### Clock nets

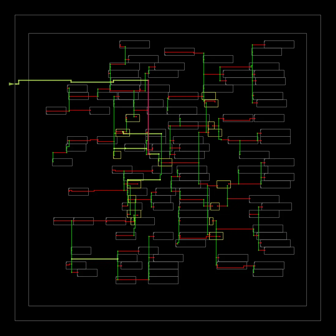
### Signal wires by layer

Only two layers are drawn.
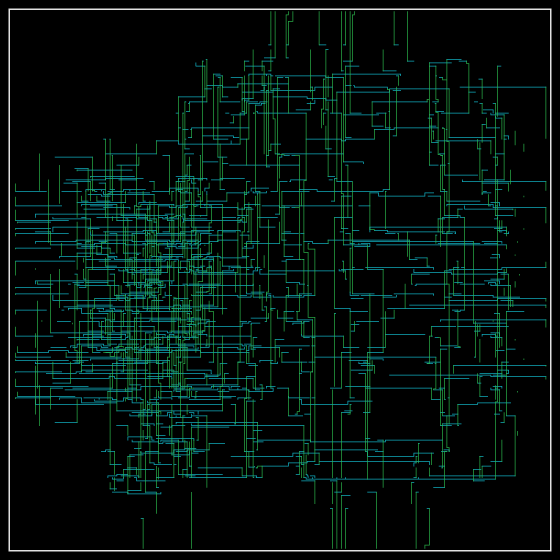
### Selected gate families

Bar = 20 µm.
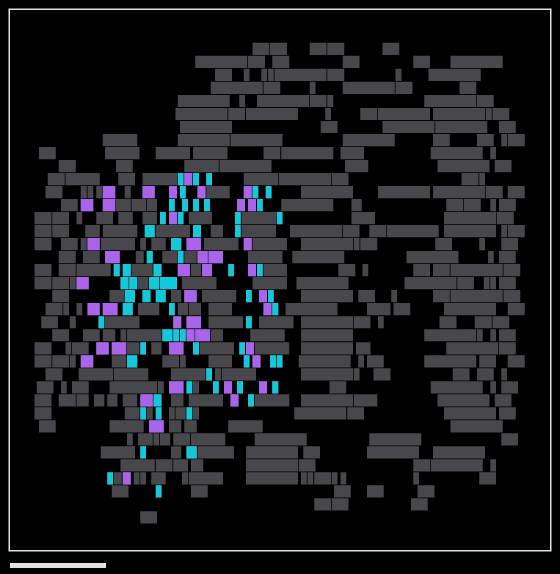
### Sequential cells grouped by signal name

Bar = 20 µm. Other sequential cells in the stronger grey, the rest of the logic in the fainter grey.
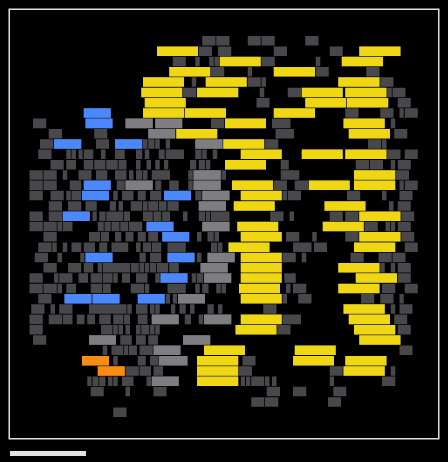
### Pin placement

Pins as bars across the die edge, other pins in grey.
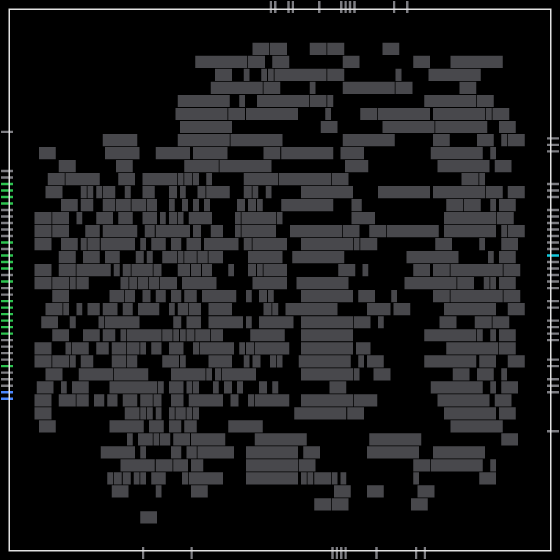
[src/rtl/instr_fetch_unit_pkg.sv]
// Shared definitions for the fetch front-end: default widths, reset PC, NOP encoding
// and the FIFO operation decode used by the prefetch buffer.
package instr_fetch_unit_pkg;

    localparam int unsigned ADDR_W_DEF   = 16;
    localparam int unsigned DATA_W_DEF   = 16;
    localparam logic [15:0] RESET_PC_DEF = 16'h0000;
    localparam logic [15:0] NOP_INSTR    = 16'h0000;

    typedef enum logic [1:0] {
        FIFO_IDLE,
        FIFO_PUSH,
        FIFO_POP,
        FIFO_BOTH
    } fifo_op_e;

    function automatic fifo_op_e fifo_op(input logic push, input logic pop);
        fifo_op_e op;
        case ({push, pop})
            2'b10:   op = FIFO_PUSH;
            2'b01:   op = FIFO_POP;
            2'b11:   op = FIFO_BOTH;
            default: op = FIFO_IDLE;
        endcase
        return op;
    endfunction

endpackage

[src/rtl/instr_fetch_unit_if.sv]
// Bus bundle between the fetch unit, the instruction memory and the decode/execute core.
// master = fetch unit side, slave = memory/core side.
interface instr_fetch_unit_if #(
    parameter int unsigned ADDR_W = 16,
    parameter int unsigned DATA_W = 16,
    parameter int unsigned DEPTH  = 2
);
    localparam int unsigned CNT_W = $clog2(DEPTH + 1);

    logic              imem_req;
    logic [ADDR_W-1:0] imem_addr;
    logic [DATA_W-1:0] imem_rdata;
    logic              redirect;
    logic [ADDR_W-1:0] redirect_pc;
    logic              ir_valid;
    logic              ir_ready;
    logic [DATA_W-1:0] ir;
    logic [ADDR_W-1:0] ir_pc;
    logic [CNT_W-1:0]  buf_count;

    modport master (
        output imem_req, imem_addr, ir_valid, ir, ir_pc, buf_count,
        input  imem_rdata, redirect, redirect_pc, ir_ready
    );

    modport slave (
        input  imem_req, imem_addr, ir_valid, ir, ir_pc, buf_count,
        output imem_rdata, redirect, redirect_pc, ir_ready
    );

endinterface

[src/rtl/instr_fetch_unit_fetch_fifo.sv]
// Prefetch FIFO: DEPTH entries of {instr, pc}, wrap-around pointers, flush has priority
// over push/pop so a redirect drops anything arriving in the same cycle.
module fetch_fifo
    import instr_fetch_unit_pkg::*;
#(
    parameter int unsigned DEPTH = 2,
    parameter int unsigned WIDTH = 32
) (
    input  logic                       clk,
    input  logic                       rst,
    input  logic                       i_push,
    input  logic                       i_pop,
    input  logic                       i_flush,
    input  logic [WIDTH-1:0]           i_wdata,
    output logic [WIDTH-1:0]           o_rdata,
    output logic [$clog2(DEPTH+1)-1:0] o_count
);

    localparam int unsigned PTR_W = (DEPTH > 1) ? $clog2(DEPTH) : 1;
    localparam int unsigned CNT_W = $clog2(DEPTH + 1);

    logic [WIDTH-1:0] r_mem [DEPTH];
    logic [PTR_W-1:0] r_wr_ptr;
    logic [PTR_W-1:0] r_rd_ptr;
    logic [CNT_W-1:0] r_count;
    logic             w_clear;

    function automatic logic [PTR_W-1:0] next_ptr(input logic [PTR_W-1:0] p);
        return (p == PTR_W'(DEPTH - 1)) ? '0 : p + 1'b1;
    endfunction

    assign w_clear = rst | i_flush;

    always_ff @(posedge clk) begin
        if (w_clear) begin
            r_wr_ptr <= '0;
            r_rd_ptr <= '0;
            r_count  <= '0;
        end else begin
            if (i_push) r_wr_ptr <= next_ptr(r_wr_ptr);
            if (i_pop)  r_rd_ptr <= next_ptr(r_rd_ptr);
            case (fifo_op(i_push, i_pop))
                FIFO_PUSH: r_count <= r_count + 1'b1;
                FIFO_POP:  r_count <= r_count - 1'b1;
                default:   r_count <= r_count;
            endcase
        end
    end

    always_ff @(posedge clk) begin
        if (!w_clear && i_push) r_mem[r_wr_ptr] <= i_wdata;
    end

    // The issue rule upstream guarantees these never fire.
    always_ff @(posedge clk) begin
        if (!w_clear) begin
            assert (!(i_pop && r_count == '0));
            assert (!(i_push && !i_pop && r_count == CNT_W'(DEPTH)));
        end
    end

    assign o_rdata = r_mem[r_rd_ptr];
    assign o_count = r_count;

endmodule

[src/rtl/instr_fetch_unit.sv]
// Fetch stage: owns the fetch PC, issues 1-cycle-latency imem reads, buffers returned
// words with their PCs and hands them to the core over valid/ready; redirects restart fetch.
module instr_fetch_unit
    import instr_fetch_unit_pkg::*;
#(
    parameter int unsigned       ADDR_W   = ADDR_W_DEF,
    parameter int unsigned       DATA_W   = DATA_W_DEF,
    parameter int unsigned       DEPTH    = 2,
    parameter logic [ADDR_W-1:0] RESET_PC = ADDR_W'(RESET_PC_DEF)
) (
    input  logic               clk,
    input  logic               rst,
    instr_fetch_unit_if.master bus
);

    localparam int unsigned CNT_W  = $clog2(DEPTH + 1);
    localparam int unsigned WIDE_W = CNT_W + 1;

    logic [ADDR_W-1:0]        r_fetch_pc;
    logic                     r_inflight;
    logic [ADDR_W-1:0]        r_inflight_pc;
    logic                     r_discard;

    logic [CNT_W-1:0]         w_count;
    logic [DATA_W+ADDR_W-1:0] w_head;
    logic [DATA_W-1:0]        w_head_data;
    logic [ADDR_W-1:0]        w_head_pc;
    logic                     w_ir_valid;
    logic                     w_pop;
    logic                     w_push;
    logic                     w_issue;
    logic [WIDE_W-1:0]        w_pending;

    assign w_head_data = w_head[ADDR_W +: DATA_W];
    assign w_head_pc   = w_head[ADDR_W-1:0];

    // Nothing is presented during reset or a redirect, so no handshake can happen then.
    assign w_ir_valid = !rst && !bus.redirect && (w_count != '0);
    assign w_pop      = w_ir_valid && bus.ir_ready;

    // Slots committed after this edge: buffered + in flight - leaving now.
    assign w_pending = WIDE_W'(w_count) + WIDE_W'(r_inflight) - WIDE_W'(w_pop);
    assign w_issue   = !rst && !bus.redirect && (w_pending < WIDE_W'(DEPTH));
    assign w_push    = r_inflight && !r_discard;

    always_ff @(posedge clk) begin
        if (rst) begin
            r_fetch_pc    <= RESET_PC;
            r_inflight    <= 1'b0;
            r_inflight_pc <= '0;
            r_discard     <= 1'b0;
        end else if (bus.redirect) begin
            r_fetch_pc <= bus.redirect_pc;
            r_inflight <= 1'b0;
            r_discard  <= r_inflight;
        end else begin
            r_discard  <= 1'b0;
            r_inflight <= w_issue;
            if (w_issue) begin
                r_fetch_pc    <= r_fetch_pc + 1'b1;
                r_inflight_pc <= r_fetch_pc;
            end
        end
    end

    fetch_fifo #(
        .DEPTH (DEPTH),
        .WIDTH (DATA_W + ADDR_W)
    ) u_fifo (
        .clk     (clk),
        .rst     (rst),
        .i_push  (w_push),
        .i_pop   (w_pop),
        .i_flush (bus.redirect),
        .i_wdata ({bus.imem_rdata, r_inflight_pc}),
        .o_rdata (w_head),
        .o_count (w_count)
    );

    assign bus.imem_req  = w_issue;
    assign bus.imem_addr = r_fetch_pc;
    assign bus.ir_valid  = w_ir_valid;
    assign bus.ir        = w_ir_valid ? w_head_data : DATA_W'(NOP_INSTR);
    assign bus.ir_pc     = w_ir_valid ? w_head_pc : '0;
    assign bus.buf_count = rst ? '0 : w_count;

endmodule

[src/flat_wrapper.sv]
// flat-port wrapper written by rule: the top's interface ports become plain ports
module instr_fetch_unit_flat import instr_fetch_unit_pkg::*;
#(
    parameter int unsigned       ADDR_W   = ADDR_W_DEF,
    parameter int unsigned       DATA_W   = DATA_W_DEF,
    parameter int unsigned       DEPTH    = 2,
    parameter logic [ADDR_W-1:0] RESET_PC = ADDR_W'(RESET_PC_DEF)
)
  (clk, rst, bus_imem_req, bus_imem_addr, bus_ir_valid, bus_ir, bus_ir_pc, bus_buf_count, bus_imem_rdata, bus_redirect, bus_redirect_pc, bus_ir_ready);
  instr_fetch_unit_if #(.ADDR_W(ADDR_W), .DATA_W(DATA_W), .DEPTH(DEPTH)) bus_i ();
  input  logic clk;
  input  logic rst;
  output wire logic [$bits(bus_i.imem_req)-1:0] bus_imem_req;
  output wire logic [$bits(bus_i.imem_addr)-1:0] bus_imem_addr;
  output wire logic [$bits(bus_i.ir_valid)-1:0] bus_ir_valid;
  output wire logic [$bits(bus_i.ir)-1:0] bus_ir;
  output wire logic [$bits(bus_i.ir_pc)-1:0] bus_ir_pc;
  output wire logic [$bits(bus_i.buf_count)-1:0] bus_buf_count;
  input wire logic [$bits(bus_i.imem_rdata)-1:0] bus_imem_rdata;
  input wire logic [$bits(bus_i.redirect)-1:0] bus_redirect;
  input wire logic [$bits(bus_i.redirect_pc)-1:0] bus_redirect_pc;
  input wire logic [$bits(bus_i.ir_ready)-1:0] bus_ir_ready;
  assign bus_imem_req = bus_i.imem_req;
  assign bus_imem_addr = bus_i.imem_addr;
  assign bus_ir_valid = bus_i.ir_valid;
  assign bus_ir = bus_i.ir;
  assign bus_ir_pc = bus_i.ir_pc;
  assign bus_buf_count = bus_i.buf_count;
  assign bus_i.imem_rdata = bus_imem_rdata;
  assign bus_i.redirect = bus_redirect;
  assign bus_i.redirect_pc = bus_redirect_pc;
  assign bus_i.ir_ready = bus_ir_ready;
  instr_fetch_unit #(.ADDR_W(ADDR_W), .DATA_W(DATA_W), .DEPTH(DEPTH), .RESET_PC(RESET_PC)) u_core (.clk(clk), .rst(rst), .bus(bus_i));
endmodule
[config.mk]
export PLATFORM = sky130hd
export DESIGN_NAME = instr_fetch_unit_flat
export DESIGN_NICKNAME = d
export VERILOG_FILES = /design/src/rtl/instr_fetch_unit_pkg.sv /design/src/rtl/instr_fetch_unit_if.sv /design/src/rtl/instr_fetch_unit_fetch_fifo.sv /design/src/rtl/instr_fetch_unit.sv /design/src/flat_wrapper.sv
export SDC_FILE = /design/constraint.sdc
export NUM_CORES = 1
export LEC_CHECK = 0
export CORE_MARGIN = 5
export CORE_UTILIZATION = 40
export DETAILED_ROUTE_END_ITERATION = 8
export PLACE_DENSITY = 0.73
export SYNTH_ARGS = -nofsm -noshare
export SYNTH_HDL_FRONTEND = slang
export SYNTH_SLANG_ARGS = --single-unit
[constraint.sdc]
create_clock -name clk -period 6.1 [get_ports clk]
set_input_delay 0.61 -clock clk [delete_from_list [all_inputs] [get_ports clk]]
set_output_delay 0.61 -clock clk [all_outputs]
set_load 0.03 [all_outputs]
==> results.json <==
{
  "grt_setup_unrepaired": "false",
  "worst-endpoint-arrival_ns": 3.89,
  "ys_seq_elements": 103,
  "postPlaceCellArea_mm2": 0.00523,
  "drt_iter0_markers": 144,
  "worst_r2r_endpoint": "u_core.bus.imem_addr[7]$_SDFFE_PP0P_",
  "drt_drc_violations_left": 0,
  "final_cell_mix": "sky130_fd_sc_hd__clkdlybuf4s50_1, sky130_fd_sc_hd__edfxtp_1, sky130_fd_sc_hd__nor2_1",
  "vias_per_cell": 5.02,
  "cts_clock_pin_slew_for_the_worst_setup_and_hold_paths_ns": 0.09,
  "combinationalPowerShare_pct": 8.6,
  "cts.sink_count": 103,
  "comb_cell_power_w": 0.000108,
  "mappedNetlistArea_mm2": 0.00423,
  "timing.critical_path.slowest_stage_cell": "sky130_fd_sc_hd__clkdlybuf4s50_1",
  "vdd_ir_drop_max_mv": 0.108,
  "yosys_warnings": 0,
  "setup_tns_ns": 0,
  "status": "finished clean",
  "top_area_cell": "sky130_fd_sc_hd__edfxtp_1",
  "worst_ep_required_time_ns": 5.49,
  "largest_net_degree_at_the_start_of_global_routing": 38,
  "synth.cellmix.xorXnorShare_pct": 3.13,
  "layout_setup_ws_ns": 1.60,
  "ctsRootBufferMaster": "sky130_fd_sc_hd__clkbuf_8",
  "ctsResizeCount": 0,
  "synth.comb.largest_family": "simple AND/OR/NAND/NOR gates",
  "worst_setup_path_end_kind": "output port",
  "largest_stage_delay_on_the_critical_path_ns": 0.75,
  "num_antenna_cells": 0,
  "timing.hold.worst.start": "u_core.r_inflight_pc[14]$_SDFFE_PP0P_",
  "place.detailed.instances": 568,
  "synth-cells-yosys": 361,
  "synth-async-reset-ratio_pct": 0,
  "max_cap_viol_count": 0,
  "synth-seq-area-share_pct": 63.9,
  "finalPower_w": 0.00126,
  "end_point_of_the_critical_path": "bus_imem_req",
  "timing.fmax_ghz": 0.222,
  "yosys_area_mm2": 0.00423,
  "grt_pass1_wl_mm": 13.9
}
## Picture notes: 'Clock nets'
clock network power: 0.000376 W
clock skew: 0.0121 ns
layout clock buffer count: 12
CTS Buf Count: 9
worst skew pair latency: 0.34 ns

## Picture notes: 'Signal wires by layer'
[metal 2] green | wire length: 3,910 µm
[metal 1] cyan | wire length: 4,070 µm
routed wire length per instance: 14.7 µm
aggregate routed wire length: 8.59 mm
GRT Resource Usage Total: 13.5%
via count: 2,930

## Picture notes: 'Selected gate families'
[NAND gates] cyan | cells: 64 | most used: nand2_1
[inverting AOI/OAI gates] purple | cells: 43 | most used: a21oi_1
dominant logic cell type in the layout: sky130_fd_sc_hd__clkdlybuf4s50_1
non-filler instance count after layout: 584
combinational fraction of the cell area: 26.4%

## Picture notes: 'Sequential cells grouped by signal name'
[u_core.bus.imem_addr] blue | placed flops: 16 | where: left middle
[u_core.u_fifo.r_mem] yellow | placed flops: 64
[u_core.u_fifo.o_count] orange | placed flops: 2
not coloured: 21
power attributed to sequential cells: 0.000773 W
storage element area: 0.00270 mm²
utilization after layout: 52.4%

## Picture notes: 'Pin placement'
[bus_redirect_pc] green | pins: 16 | direction: input | edge: left
[bus_ir_valid] cyan | pins: 1 | direction: output | edge: right
[bus_buf_count] blue | pins: 2 | direction: output | edge: left
all pins by edge: 37 left, 31 right, 11 top, 9 bottom
die extent in y: 113 µm
input/output buffers: 87
horizontal die dimension: 113 µm

==> layer usage <==
metal	track usage [%]	up-vias	part of all wire, %
met5	0	-	0
met4	4.09	0	0.48
met3	2.94	4	6.7
met2	21.2	105	46
met1	18.8	1355	47
li1	-	1466	-
==> state kept, by name, summed over array words and instances (netlist names), named ones only <==
signal	count
u_core.u_fifo.r_rd_ptr	1
u_core.r_inflight_pc	16
u_core.bus.imem_addr	16
u_core.u_fifo.r_wr_ptr	1
u_core.r_inflight	1
u_core.u_fifo.o_count	2
u_core.r_discard	1
u_core.u_fifo.r_mem	64
==> layout make-up <==
type                    count  area (µm²)
multi-input cells         231        1430
fillers                   910        4920
well taps                 136         170
clock inverters             4        30.0
flip-flops and latches    103        2700
repair buffers             92         908
inverters                   6        22.5
clock buffers              12         145
Power and IR drop assume default switching activity.
